<file path="src/rtl/enable_encoder_pkg.sv">
// Shared constants and types for the register-bank enable encoder.
// Both the destination decoder and this encoder use these constants.
package enable_encoder_pkg;

  // Number of registers, which is also the width of the enable vector.
  localparam int N_REGS = 16;

  // Width of a binary register index.
  localparam int IDX_W  = $clog2(N_REGS);

  // IDLE waits for a vector. EMIT streams out that vector's indices.
  typedef enum logic [0:0] {
    IDLE = 1'b0,
    EMIT = 1'b1
  } state_t;

endpackage

</file>
<file path="src/rtl/enable_encoder_if.sv">
// Handshake bundle for enable_encoder.
// Request side: req_vec / req_valid / req_ready.
// Response side: dest / dest_valid / dest_ready / last, plus the zero_req pulse.
interface enable_encoder_if;
  import enable_encoder_pkg::*;

  logic [N_REGS-1:0] req_vec;
  logic              req_valid;
  logic              req_ready;
  logic [IDX_W-1:0]  dest;
  logic              dest_valid;
  logic              dest_ready;
  logic              last;
  logic              zero_req;

  // The producer and consumer surrounding the encoder.
  modport master (
    output req_vec, req_valid, dest_ready,
    input  req_ready, dest, dest_valid, last, zero_req
  );

  // The encoder itself.
  modport slave (
    input  req_vec, req_valid, dest_ready,
    output req_ready, dest, dest_valid, last, zero_req
  );

endinterface

</file>
<file path="src/rtl/enable_encoder_prio_sel.sv">
// enable_prio_sel: combinational priority picker.
// Returns the first set bit of i_vec at or above i_ptr, wrapping from the top
// index back to 0. It also returns i_vec with that bit cleared.
// With i_ptr tied to 0 this is plain lowest-index priority.
module enable_prio_sel
  import enable_encoder_pkg::*;
(
  input  logic [N_REGS-1:0] i_vec,
  input  logic [IDX_W-1:0]  i_ptr,
  output logic              o_found,
  output logic [IDX_W-1:0]  o_idx,
  output logic [N_REGS-1:0] o_vec_clr
);

  logic [IDX_W-1:0]  w_idx;
  logic [IDX_W-1:0]  w_pos;
  logic [N_REGS-1:0] w_onehot;

  // Scan the vector downward from offset N_REGS-1 to offset 0, relative to the pointer.
  // The last hit wins, so the result is the set bit closest above i_ptr.
  // Index arithmetic is IDX_W bits wide, so the wrap from 15 to 0 needs no extra logic.
  always_comb begin
    w_idx = '0;
    w_pos = '0;
    for (int i = N_REGS - 1; i >= 0; i--) begin
      w_pos = i[IDX_W-1:0] + i_ptr;
      if (i_vec[w_pos]) begin
        w_idx = w_pos;
      end
    end
  end

  assign o_found   = |i_vec;
  assign o_idx     = w_idx;
  assign w_onehot  = {{(N_REGS-1){1'b0}}, 1'b1} << w_idx;
  assign o_vec_clr = i_vec & ~w_onehot;

endmodule

</file>
<file path="src/rtl/enable_encoder.sv">
// enable_encoder: serialises a multi-hot register write-enable vector into
// binary register indices, one index per handshake.
// Optional build macro: ENC_ROUND_ROBIN_EN.
//   When defined, selection starts at a rotation pointer that persists across
//   vectors and holds (last emitted index + 1) mod N_REGS.
//   When undefined, the lowest set bit is always chosen first.
module enable_encoder
  import enable_encoder_pkg::*;
(
  input  logic              clk,
  input  logic              rst,
  enable_encoder_if.slave   bus
);

  state_t            r_state;
  logic [N_REGS-1:0] r_pending;
  logic [IDX_W-1:0]  r_dest;
  logic              r_dest_valid;
  logic              r_last;
  logic              r_zero_req;

  logic              w_idle;
  logic              w_accept;
  logic              w_advance;
  logic [N_REGS-1:0] w_sel_vec;
  logic [IDX_W-1:0]  w_sel_ptr;
  logic              w_found;
  logic [IDX_W-1:0]  w_idx;
  logic [N_REGS-1:0] w_vec_clr;

  assign w_idle    = (r_state == IDLE);
  assign w_accept  = w_idle && bus.req_valid;
  // In EMIT, dest_valid is always high, so dest_ready alone completes a handshake.
  assign w_advance = (r_state == EMIT) && bus.dest_ready;

  // One picker is shared. In IDLE it looks at the incoming vector.
  // In EMIT it looks at the captured remainder, so later changes on req_vec have no effect.
  assign w_sel_vec = w_idle ? bus.req_vec : r_pending;

`ifdef ENC_ROUND_ROBIN_EN
  logic [IDX_W-1:0] r_ptr;

  // Each time a new index is loaded, move the pointer one past that index.
  always_ff @(posedge clk) begin
    if (rst) begin
      r_ptr <= '0;
    end else if ((w_accept || w_advance) && w_found) begin
      r_ptr <= w_idx + IDX_W'(1);
    end
  end

  assign w_sel_ptr = r_ptr;
`else
  assign w_sel_ptr = '0;
`endif

  enable_prio_sel u_prio_sel (
    .i_vec     (w_sel_vec),
    .i_ptr     (w_sel_ptr),
    .o_found   (w_found),
    .o_idx     (w_idx),
    .o_vec_clr (w_vec_clr)
  );

  // Control FSM. Captures a vector, then emits one index per accepted handshake.
  always_ff @(posedge clk) begin
    if (rst) begin
      r_state      <= IDLE;
      r_pending    <= '0;
      r_dest       <= '0;
      r_dest_valid <= 1'b0;
      r_last       <= 1'b0;
      r_zero_req   <= 1'b0;
    end else begin
      // An all-zero vector is consumed with no indices; flag it for one cycle.
      r_zero_req <= w_accept && !w_found;
      case (r_state)
        IDLE: begin
          if (w_accept && w_found) begin
            r_dest       <= w_idx;
            r_dest_valid <= 1'b1;
            r_last       <= (w_vec_clr == '0);
            r_pending    <= w_vec_clr;
            r_state      <= EMIT;
          end
        end
        EMIT: begin
          if (w_advance) begin
            if (w_found) begin
              r_dest    <= w_idx;
              r_last    <= (w_vec_clr == '0);
              r_pending <= w_vec_clr;
            end else begin
              r_dest_valid <= 1'b0;
              r_last       <= 1'b0;
              r_state      <= IDLE;
            end
          end
        end
        default: begin
          r_state <= IDLE;
        end
      endcase
    end
  end

  assign bus.req_ready  = w_idle;
  assign bus.dest       = r_dest;
  assign bus.dest_valid = r_dest_valid;
  assign bus.last       = r_last;
  assign bus.zero_req   = r_zero_req;

endmodule
</file>
<file path="src/flat_wrapper.sv">
// flat-port wrapper written by rule: the top's interface ports become plain ports
module enable_encoder_flat import enable_encoder_pkg::*;
  (clk, rst, bus_req_vec, bus_req_valid, bus_dest_ready, bus_req_ready, bus_dest, bus_dest_valid, bus_last, bus_zero_req);
  enable_encoder_if bus_i ();
  input  logic clk;
  input  logic rst;
  input wire logic [$bits(bus_i.req_vec)-1:0] bus_req_vec;
  input wire logic [$bits(bus_i.req_valid)-1:0] bus_req_valid;
  input wire logic [$bits(bus_i.dest_ready)-1:0] bus_dest_ready;
  output wire logic [$bits(bus_i.req_ready)-1:0] bus_req_ready;
  output wire logic [$bits(bus_i.dest)-1:0] bus_dest;
  output wire logic [$bits(bus_i.dest_valid)-1:0] bus_dest_valid;
  output wire logic [$bits(bus_i.last)-1:0] bus_last;
  output wire logic [$bits(bus_i.zero_req)-1:0] bus_zero_req;
  assign bus_i.req_vec = bus_req_vec;
  assign bus_i.req_valid = bus_req_valid;
  assign bus_i.dest_ready = bus_dest_ready;
  assign bus_req_ready = bus_i.req_ready;
  assign bus_dest = bus_i.dest;
  assign bus_dest_valid = bus_i.dest_valid;
  assign bus_last = bus_i.last;
  assign bus_zero_req = bus_i.zero_req;
  enable_encoder u_core (.clk(clk), .rst(rst), .bus(bus_i));
endmodule
</file>
<file path="config.mk">
export PLATFORM = sky130hd
export DESIGN_NAME = enable_encoder_flat
export DESIGN_NICKNAME = d
export VERILOG_FILES = /design/src/rtl/enable_encoder_pkg.sv /design/src/rtl/enable_encoder_if.sv /design/src/rtl/enable_encoder_prio_sel.sv /design/src/rtl/enable_encoder.sv /design/src/flat_wrapper.sv
export SDC_FILE = /design/constraint.sdc
export NUM_CORES = 1
export LEC_CHECK = 0
export ABC_AREA = 1
export CORE_UTILIZATION = 44
export DETAILED_ROUTE_END_ITERATION = 12
export GPL_TIMING_DRIVEN = 0
export HOLD_SLACK_MARGIN = 0.03
export PLACE_DENSITY = 0.72
export SYNTH_ARGS = -nofsm -noshare
export SYNTH_HDL_FRONTEND = slang
export SYNTH_SLANG_ARGS = --single-unit
</file>
<file path="constraint.sdc">
create_clock -name clk -period 3.65 [get_ports clk]
set_input_delay 0.5475 -clock clk [delete_from_list [all_inputs] [get_ports clk]]
set_output_delay 0.5475 -clock clk [all_outputs]
set_load 0.05 [all_outputs]
</file>
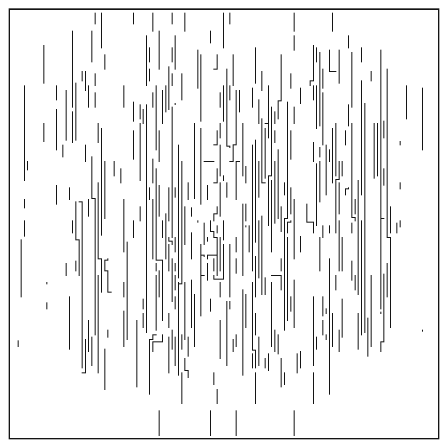
layer_met2.png
- main direction: vertical
- longest straight run: 37.1 um
- share of all routed wire: 46%
final wirelength: 3680 um
met2 usage: 0.377
Vias: 1526

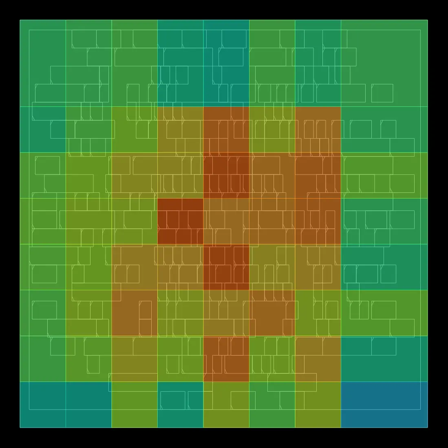
congestion.png
GRT Total Usage: 0.217
final core occ: 0.569
gr busiest metal: met2
GR Util met1: 0.290

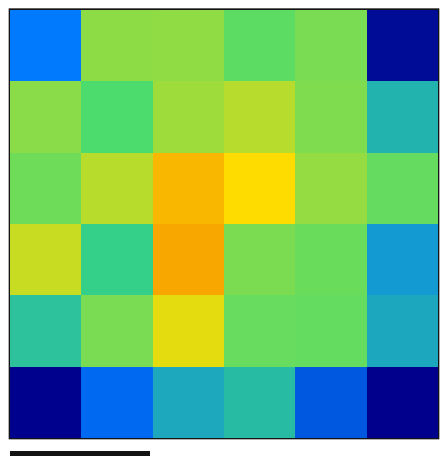
cell_density.png
Bar = 20 um. 6 x 6 tiles, from dark blue (low) to red (high), 0 to 100% covered.
- fullest tile: 81%
- densest ninth of the die: middle
- tiles over 75% full: 5.6%
Initial Util: 0.461
total core area: 3360 um^2

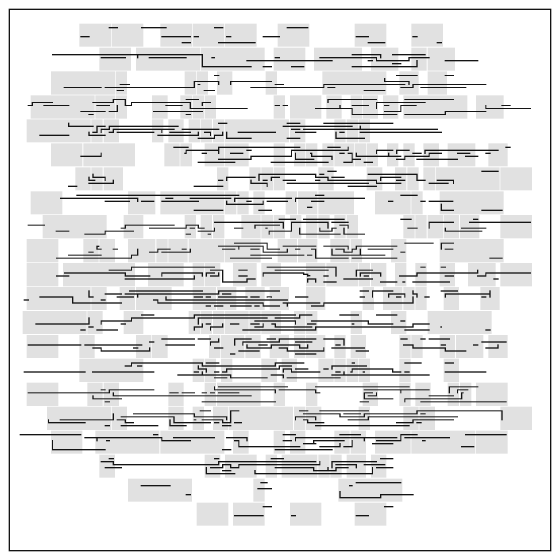
layer_met1.png
Cells faint in the background.
- longest straight run: 18.4 um
- nets with wire on the layer: 253
- main direction: horizontal
- wire length on this layer: 1770 um

==> impl_metrics.csv <==
group,metric,value,unit
floorplan,pin_count,28,
cells_and_area,clkbuf_count,4,
routing,via_per_inst,5.04,
worst_setup_path,crit_required,3.92,ns
worst_setup_path,crit_start,"u_core.r_state",
worst_setup_path,crit_fanout,10,
worst_setup_path,start_kind,"register",
synthesis,yosysTopAreaCellShare,0.310,
final_timing,max_freq,372,MHz
cts,cts_buffers,3,
routing,wl_met1,1770,um
floorplan,die_area,3760,um^2
final_timing,rsz0062_at_grt,"false",
final_timing,skew,0.00190,ns
cells_and_area,drive_gt1_frac,0.171,
cells_and_area,seq_area,480,um^2
synthesis,top_cells_by_area,"dfxtp_1 (31%), nand2_1 (11%), a21oi_1 (7.1%)",
worst_setup_path,cp_slowest_cell,"dfxtp_1",
cts,clockBufferDepth,2,
worst_setup_path,critPathCapture,"u_core.bus.last",
final_timing,finalSetupViolations,0,
hold_path,hp-start,"u_core.bus.dest[3]",
synthesis,ys_sh_mux,0.0275,
worst_setup_path,critical_path_class,"reg -> reg",
synthesis,synth.ff_latch_count,24,
final_timing,hold_viol_final,0,
worst_setup_path,end_kind,"register",
status,outcome,"completed",
job,warnings,26,
pwr,clock_power_share,0.208,
worst_setup_path,crit_top_cell,"nor2_1",
pwr,pwr-share-seq,0.429,
pwr,p_clk,0.000144,W
Power is estimated from default activity; no workload was simulated.
